==> config.mk <==
export PLATFORM = sky130hd
export DESIGN_NAME = seq_pattern_gen_flat
export DESIGN_NICKNAME = d
export VERILOG_FILES = /design/src/rtl/seq_pkg.sv /design/src/rtl/seq_pattern_gen_if.sv /design/src/rtl/seq_shreg.sv /design/src/rtl/seq_pattern_gen.sv /design/src/flat_wrapper.sv
export SDC_FILE = /design/constraint.sdc
export NUM_CORES = 1
export LEC_CHECK = 0
export CAP_MARGIN = 20
export CELL_PAD_IN_SITES_DETAIL_PLACEMENT = 1
export CELL_PAD_IN_SITES_GLOBAL_PLACEMENT = 1
export CORE_UTILIZATION = 39
export CTS_BUF_LIST = sky130_fd_sc_hd__clkbuf_4
export DETAILED_ROUTE_END_ITERATION = 7
export HOLD_SLACK_MARGIN = 0.06
export PLACE_DENSITY_LB_ADDON = 0.3
export SLEW_MARGIN = 20
export SYNTH_ARGS = -nofsm -noshare
export SYNTH_HDL_FRONTEND = slang
export SYNTH_SLANG_ARGS = --single-unit
==> constraint.sdc <==
create_clock -name clk -period 2.2 [get_ports clk]
set_clock_uncertainty 0.15 [all_clocks]
set_input_delay 0.22 -clock clk [delete_from_list [all_inputs] [get_ports clk]]
set_output_delay 0.22 -clock clk [all_outputs]
set_load 0.005 [all_outputs]
### M2 wires, run 1

(6 px per µm)
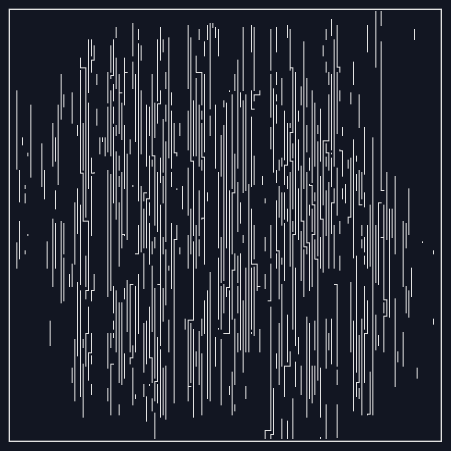
- share of all routed wire: 52%
- wire length on this layer: 3,270 µm
- nets with wire on the layer: 285
- longest straight run: 46.2 µm
- main direction: vertical
via count: 1,930
Detailed Route WL: 6.348 mm
M2 GR Usage: 0.4287

### Signal wires by layer, run 1

(4 px per µm) Two of the layers only.
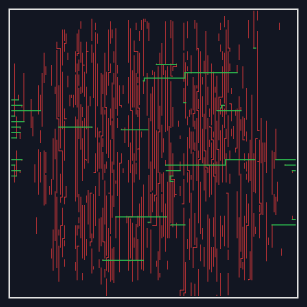
- red: metal 2 (wire length 3,270 µm)
- green: metal 3 (wire length 151 µm)
Total GRT Usage: 0.2470
WL/cell: 18.62 µm

### Port wiring, run 1

(4 px per µm)
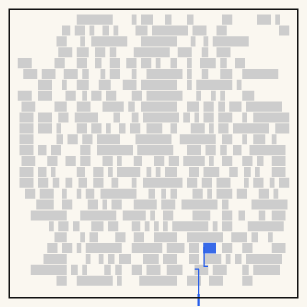
- blue: io_start (bits 1; direction input; end cells 1; buffers 1; wire 13.2 µm)
num ports: 27
count of input and output buffers: 26

==> summary.txt, run 1 <==
fresh numbers from the pnr run: sequential area share after synthesis=0.3955, failing checks=setup timing, CTS Hold Bufs=0, Internal=0.002192 W, # nets final=313, area fraction in compound gates=0.2248, total power=0.003749 W, Area leader share=0.3955, # DRC=0, Hold/Removal Path Class=in2async, Seq group=0.00104 W, R2R setup slack=-0.02 ns, Req. time, crit path=2.34 ns, crit-path max FO=5, DRT iter0 DRCs=103, simple share=0.1931, Comb group=0.00237 W, root buffer cell=clkbuf_4, non-filler cells, final=341, WP buf/inv=2, CTS sink cnt=30, synth unique cells=48, final tally of setup violations=2, Routed met2 length=3.273 mm, Worst-path clk slew=0.10 ns, clk buf depth=2, tool warning count=32, yosys cell count=210, most common logic cells in the final layout=buf_4 (49), dfrtp_1 (29), clkdlybuf4s50_1 (25), DR pass1 iterations=4, crit-path max cell delay=0.50 ns, Die Size=5150 µm², Max Fclk=0.4508 GHz, clk pwr=0.000333 W, status=finished with violations, CTS H-tree depth=2, placed insts=321, Clock Power Share=0.089, yosys adder share=0.05274, cts repair resizes=18, Die Y=71.76 µm, arrival time at the worst endpoint=2.36 ns, Yosys warning total=0, unrepaired setup endpoints after global routing=true, YS chip area=1898 µm², highest routed metal layer=met4, Seq pwr share=0.278, grt ovf=0, power per cell area=1342 nW/µm², WP depth=8, combinational power share=0.633, Ant. Diodes=0, synth cell count leaders=dfrtp_1 (30), nand2_1 (22), nor2_1 (19), xor+xnor area frac=0.02307, Num CTS Buffers=5, fraction of registers with async set/reset=1.000, worst reg-to-reg path cell count=8, number of max-slew violations in the final report=0, dominant logic cell type in the layout=buf_4, Dominant flop cell=dfrtp_1, chip width=71.76 µm, pre-CTS WS=-0.3589 ns, Slowest-stage cell, CP=or4_1, min cycle time layout=2.218 ns, Worst setup EP type=register, largest non-sequential cell family by area=AND-OR/OR-AND gates, Mapped Avg Cell Area=9.038 µm², Hold Violations, Final=0, P&R area growth vs syn=47.13%, Core Rows=25, synthesized cell area=1898 µm², maxcap violations=0, Final Core Density=0.5952, TritonCTS clock tree=done, Final TNS setup=-0.02576 ns, ANT nets after route=0, first-pass GRT wire length=9.632 mm, main area contributors=dfrtp_1 (40%), ha_1 (5.3%), o21ai_0 (4.5%), crit path kind=reg2reg, routed wl met3=151 µm, register bit total from synthesis=30, top power group=combinational logic, RD Place Congestion=0.8264, sw frac=0.4152, LEAKAGE=1.245 nW, WL met1=2.807 mm, delay-heaviest family, CP=simple AND/OR/NAND/NOR gates, post-route cell area=2793 µm², dominant cell type by area after synthesis=dfrtp_1, largest net degree at the start of global routing=31, Initial Util=0.4045, number of enable flip-flop cells=0, Critical Path Source Type=register, Syn Nets=237, mux frac, synth=0.04812, crit share post-route=1.008, Net Switching=0.001556 W, placeable core region=4692 µm², PnR worst setup slack=-0.01816 ns, Worst VDD drop=0.0007009 V, HPWL Detailed=4.285 mm, crit path cell chain=inv_2, ha_4, or3b_4, buf_6, a41oi_4, o21ai_2, or4_1, nand3_1, worst rel slew slack=0.7333, Slew @ Worst Pin=0.3963 ns, initial antenna violation count=0, Post-CTS Setup Inserts=4, Fin Hold WS=0.09620 ns, dpl cell area=2486 µm², Synth Instances=210, layout cell share with drive strength beyond 1=0.3275, Clock Latency Late Sink=0.34 ns, vias in the first global route=1,959, Via density=5.660, leading cell type by number of instances after synthesis=dfrtp_1
run 1: metal layers:
layer | global-route usage | up-vias
met2 | 0.4287 | 39
met1 | 0.3074 | 970
met3 | 0.04079 | 9
li1 | - | 912
met4 | 0.09368 | 0
met5 | 0 | -
run 1: cell families after synthesis:
| family | Yosys count |
|---|---|
| buffers and inverters | 27 |
| and+or+nand+nor | 73 |
| DFF | 30 |
| muxes | 9 |
| adders and majority gates | 8 |
| xor gates and xnor gates | 5 |
| AOI/OAI and AO/OA | 58 |
run 1: layout make-up:
type | count | area, µm²
clock buffers | 6 | 45.04
inverters | 15 | 56.30
multi-input cells | 153 | 1175
repair buffers | 81 | 688.2
well taps | 54 | 67.56
clock inverters | 2 | 8.758
flip-flops and latches | 30 | 752.0
fillers | 543 | 1899
### Placed standard cells, run 1

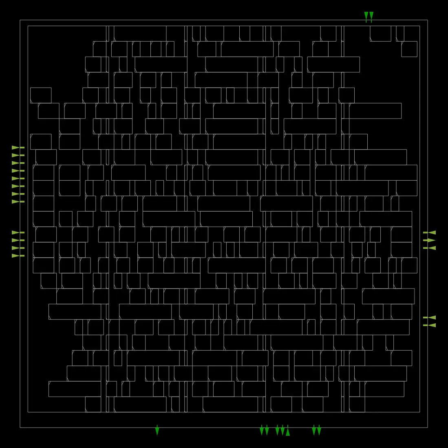

## Run 2: what changed since run 1
Settings changed: SETUP_SLACK_MARGIN set to 0.5.
### Placed standard cells, run 2

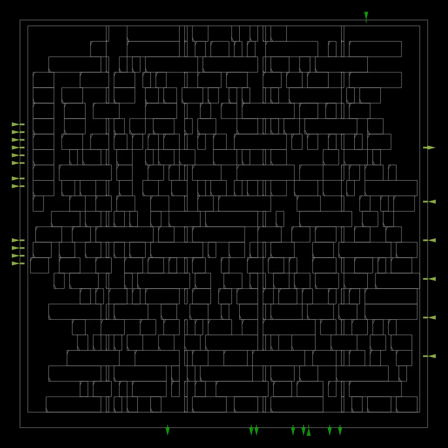
sequential fraction of total cell area: 0.2600
fillcell total: 515

### Signal wires by layer, run 2

(4 px per µm) Two of the layers only.
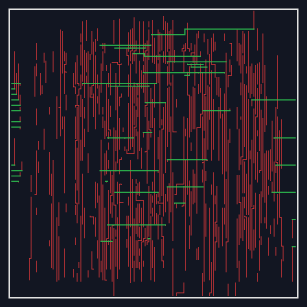
- red: metal 2 (wire length 3,490 µm)
- green: metal 3 (wire length 270 µm)
WL/cell: 20.48 µm
Detailed Route WL: 6.861 mm

==> summary.txt, run 2 <==
fresh numbers from the pnr run: failing checks=setup timing (unchanged), PnR worst setup slack=-0.05553 ns (was -0.01816 ns), yosys cell count=210 (unchanged), Logic area=1286 µm² (was 1175 µm²), most common logic cells in the final layout=buf_4 (36), dfrtp_1 (28), nand2_1 (20) (was buf_4 (49), dfrtp_1 (29), clkdlybuf4s50_1 (25)), dominant cell type by area after synthesis=dfrtp_1 (unchanged), synth unique cells=48 (unchanged), Slew @ Worst Pin=0.4264 ns (was 0.3963 ns), simple share=0.1931 (unchanged), leading cell type by number of instances after synthesis=dfrtp_1 (unchanged), Comb group=0.00257 W (was 0.00237 W), sw frac=0.4383 (was 0.4152), Clock Latency Late Sink=0.36 ns (was 0.34 ns), vias in the first global route=1,979 (was 1,959), delay-heaviest family, CP=simple AND/OR/NAND/NOR gates (unchanged), area fraction in compound gates=0.2248 (unchanged), non-filler cells, final=335 (was 341), via count=1,945 (was 1,930), CTS sink cnt=30 (unchanged), Slowest-stage cell, CP=or4_1 (unchanged), Syn Nets=237 (unchanged), status=finished with violations (unchanged), RD Place Congestion=0.8492 (was 0.8264), Yosys warning total=0 (unchanged), arrival time at the worst endpoint=2.41 ns (was 2.36 ns), crit path cell chain=inv_2, ha_4, or3b_4, a41oi_4, o22ai_1, or4_1, nand3_1 (was inv_2, ha_4, or3b_4, buf_6, a41oi_4, o21ai_2, or4_1, nand3_1), WP buf/inv=1 (was 2), Max Fclk=0.4434 GHz (was 0.4508 GHz), largest net degree at the start of global routing=31 (unchanged), post-route cell area=2897 µm² (was 2793 µm²), Hold/Removal Path Class=in2async (unchanged), Core Rows=25 (unchanged), crit-path max cell delay=0.53 ns (was 0.50 ns), # nets final=307 (was 313), mux frac, synth=0.04812 (unchanged), Die Size=5150 µm² (unchanged), yosys adder share=0.05274 (unchanged), Final TNS setup=-0.07956 ns (was -0.02576 ns), clk pwr=0.000331 W (was 0.000333 W), pre-CTS WS=-0.1270 ns (was -0.3589 ns), Area leader share=0.3955 (unchanged), P&R area growth vs syn=52.60% (was 47.13%), placeable core region=4692 µm² (unchanged), Ant. Diodes=0 (unchanged), placed insts=305 (was 321), unrepaired setup endpoints after global routing=true (unchanged), Worst VDD drop=0.0006913 V (was 0.0007009 V), HPWL Detailed=3.713 mm (was 4.285 mm), synth cell count leaders=dfrtp_1 (30), nand2_1 (22), nor2_1 (19) (unchanged), power per cell area=1376 nW/µm² (was 1342 nW/µm²), TritonCTS clock tree=done (unchanged), root buffer cell=clkbuf_4 (unchanged), Internal=0.002238 W (was 0.002192 W), top power group=combinational logic (unchanged), Die Y=71.76 µm (unchanged), worst reg-to-reg path cell count=7 (was 8), register bit total from synthesis=30 (unchanged), fraction of registers with async set/reset=1.000 (unchanged), # DRC=0 (unchanged), YS chip area=1898 µm² (unchanged), sequential area share after synthesis=0.3955 (unchanged), Final Core Density=0.6173 (was 0.5952), count of input and output buffers=26 (unchanged), dpl cell area=2452 µm² (was 2486 µm²), LEAKAGE=1.272 nW (was 1.245 nW), CTS Hold Bufs=0 (unchanged), combinational power share=0.646 (was 0.633), grt ovf=0 (unchanged), Worst setup EP type=register (unchanged), Hold Violations, Final=0 (unchanged), min cycle time layout=2.256 ns (was 2.218 ns), largest non-sequential cell family by area=AND-OR/OR-AND gates (unchanged), crit-path max FO=5 (unchanged), final tally of setup violations=4 (was 2), Via density=5.806 (was 5.660), Mapped Avg Cell Area=9.038 µm² (unchanged), WP depth=7 (was 8), Req. time, crit path=2.35 ns (was 2.34 ns), num ports=27 (unchanged), synthesized cell area=1898 µm² (unchanged), Critical Path Source Type=register (unchanged), main area contributors=dfrtp_1 (40%), ha_1 (5.3%), o21ai_0 (4.5%) (unchanged), worst rel slew slack=0.7147 (was 0.7333), xor+xnor area frac=0.02307 (unchanged), Worst-path clk slew=0.11 ns (was 0.10 ns), clk buf depth=2 (unchanged), Seq group=0.00108 W (was 0.00104 W), R2R setup slack=-0.06 ns (was -0.02 ns), Num CTS Buffers=5 (unchanged), tool warning count=33 (was 32), Clock Power Share=0.083 (was 0.089), DRT iter0 DRCs=115 (was 103), Initial Util=0.4045 (unchanged), CTS H-tree depth=2 (unchanged), maxcap violations=0 (unchanged), number of enable flip-flop cells=0 (unchanged), Net Switching=0.001747 W (was 0.001556 W), crit path kind=reg2reg (unchanged), crit share post-route=1.025 (was 1.008), chip width=71.76 µm (unchanged), Dominant flop cell=dfrtp_1 (unchanged), Seq pwr share=0.271 (was 0.278), layout cell share with drive strength beyond 1=0.4057 (was 0.3275), ANT nets after route=0 (unchanged), Synth Instances=210 (unchanged), Fin Hold WS=0.08595 ns (was 0.09620 ns), initial antenna violation count=0 (unchanged), Total GRT Usage=0.2443 (was 0.2470), dominant logic cell type in the layout=buf_4 (unchanged), DR pass1 iterations=4 (unchanged), number of max-slew violations in the final report=0 (unchanged), first-pass GRT wire length=9.687 mm (was 9.632 mm), FF/Latch Area=753.2 µm² (was 752.0 µm²), total power=0.003985 W (was 0.003749 W)
### Port wiring, run 2

(4 px per µm)
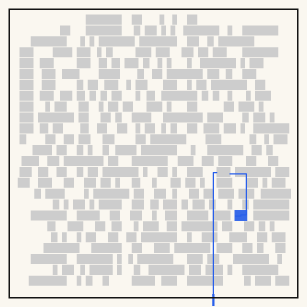
- blue: io_start (bits 1; direction input; end cells 1; buffers 1; wire 49.1 µm)

[run 2: cell counts after synthesis]
No cell type changed its count.
[run 2: area by class of cell]
| class | count | share of cell area |
|---|---|---|
| Clock buffer | 5 | 0.01296 |
| Clock inverter | 3 | 0.003888 |
| Inverter | 15 | 0.02289 |
| Multi-Input combinational cell | 153 | 0.4441 |
| Sequential cell | 30 | 0.2600 |
| Tap cell | 54 | 0.02333 |
| Timing Repair Buffer | 75 | 0.2328 |
[run 2: repair_timing]
action | in CTS | in global routing
setup buffers | 14 | 8
gates resized | 55 | 42
setup endpoints to repair | 32 | 31
pin swaps | 11 | 17
[run 2: routing by layer]
layer  GRT usage  wire length, µm  up-vias
met1      0.3182             2864      976
met3     0.03938              269       20
met5           0                0        -
li1            -                -      898
met4     0.08497              237        0
met2      0.4119             3489       51
Power is estimated from default activity; no workload was simulated.
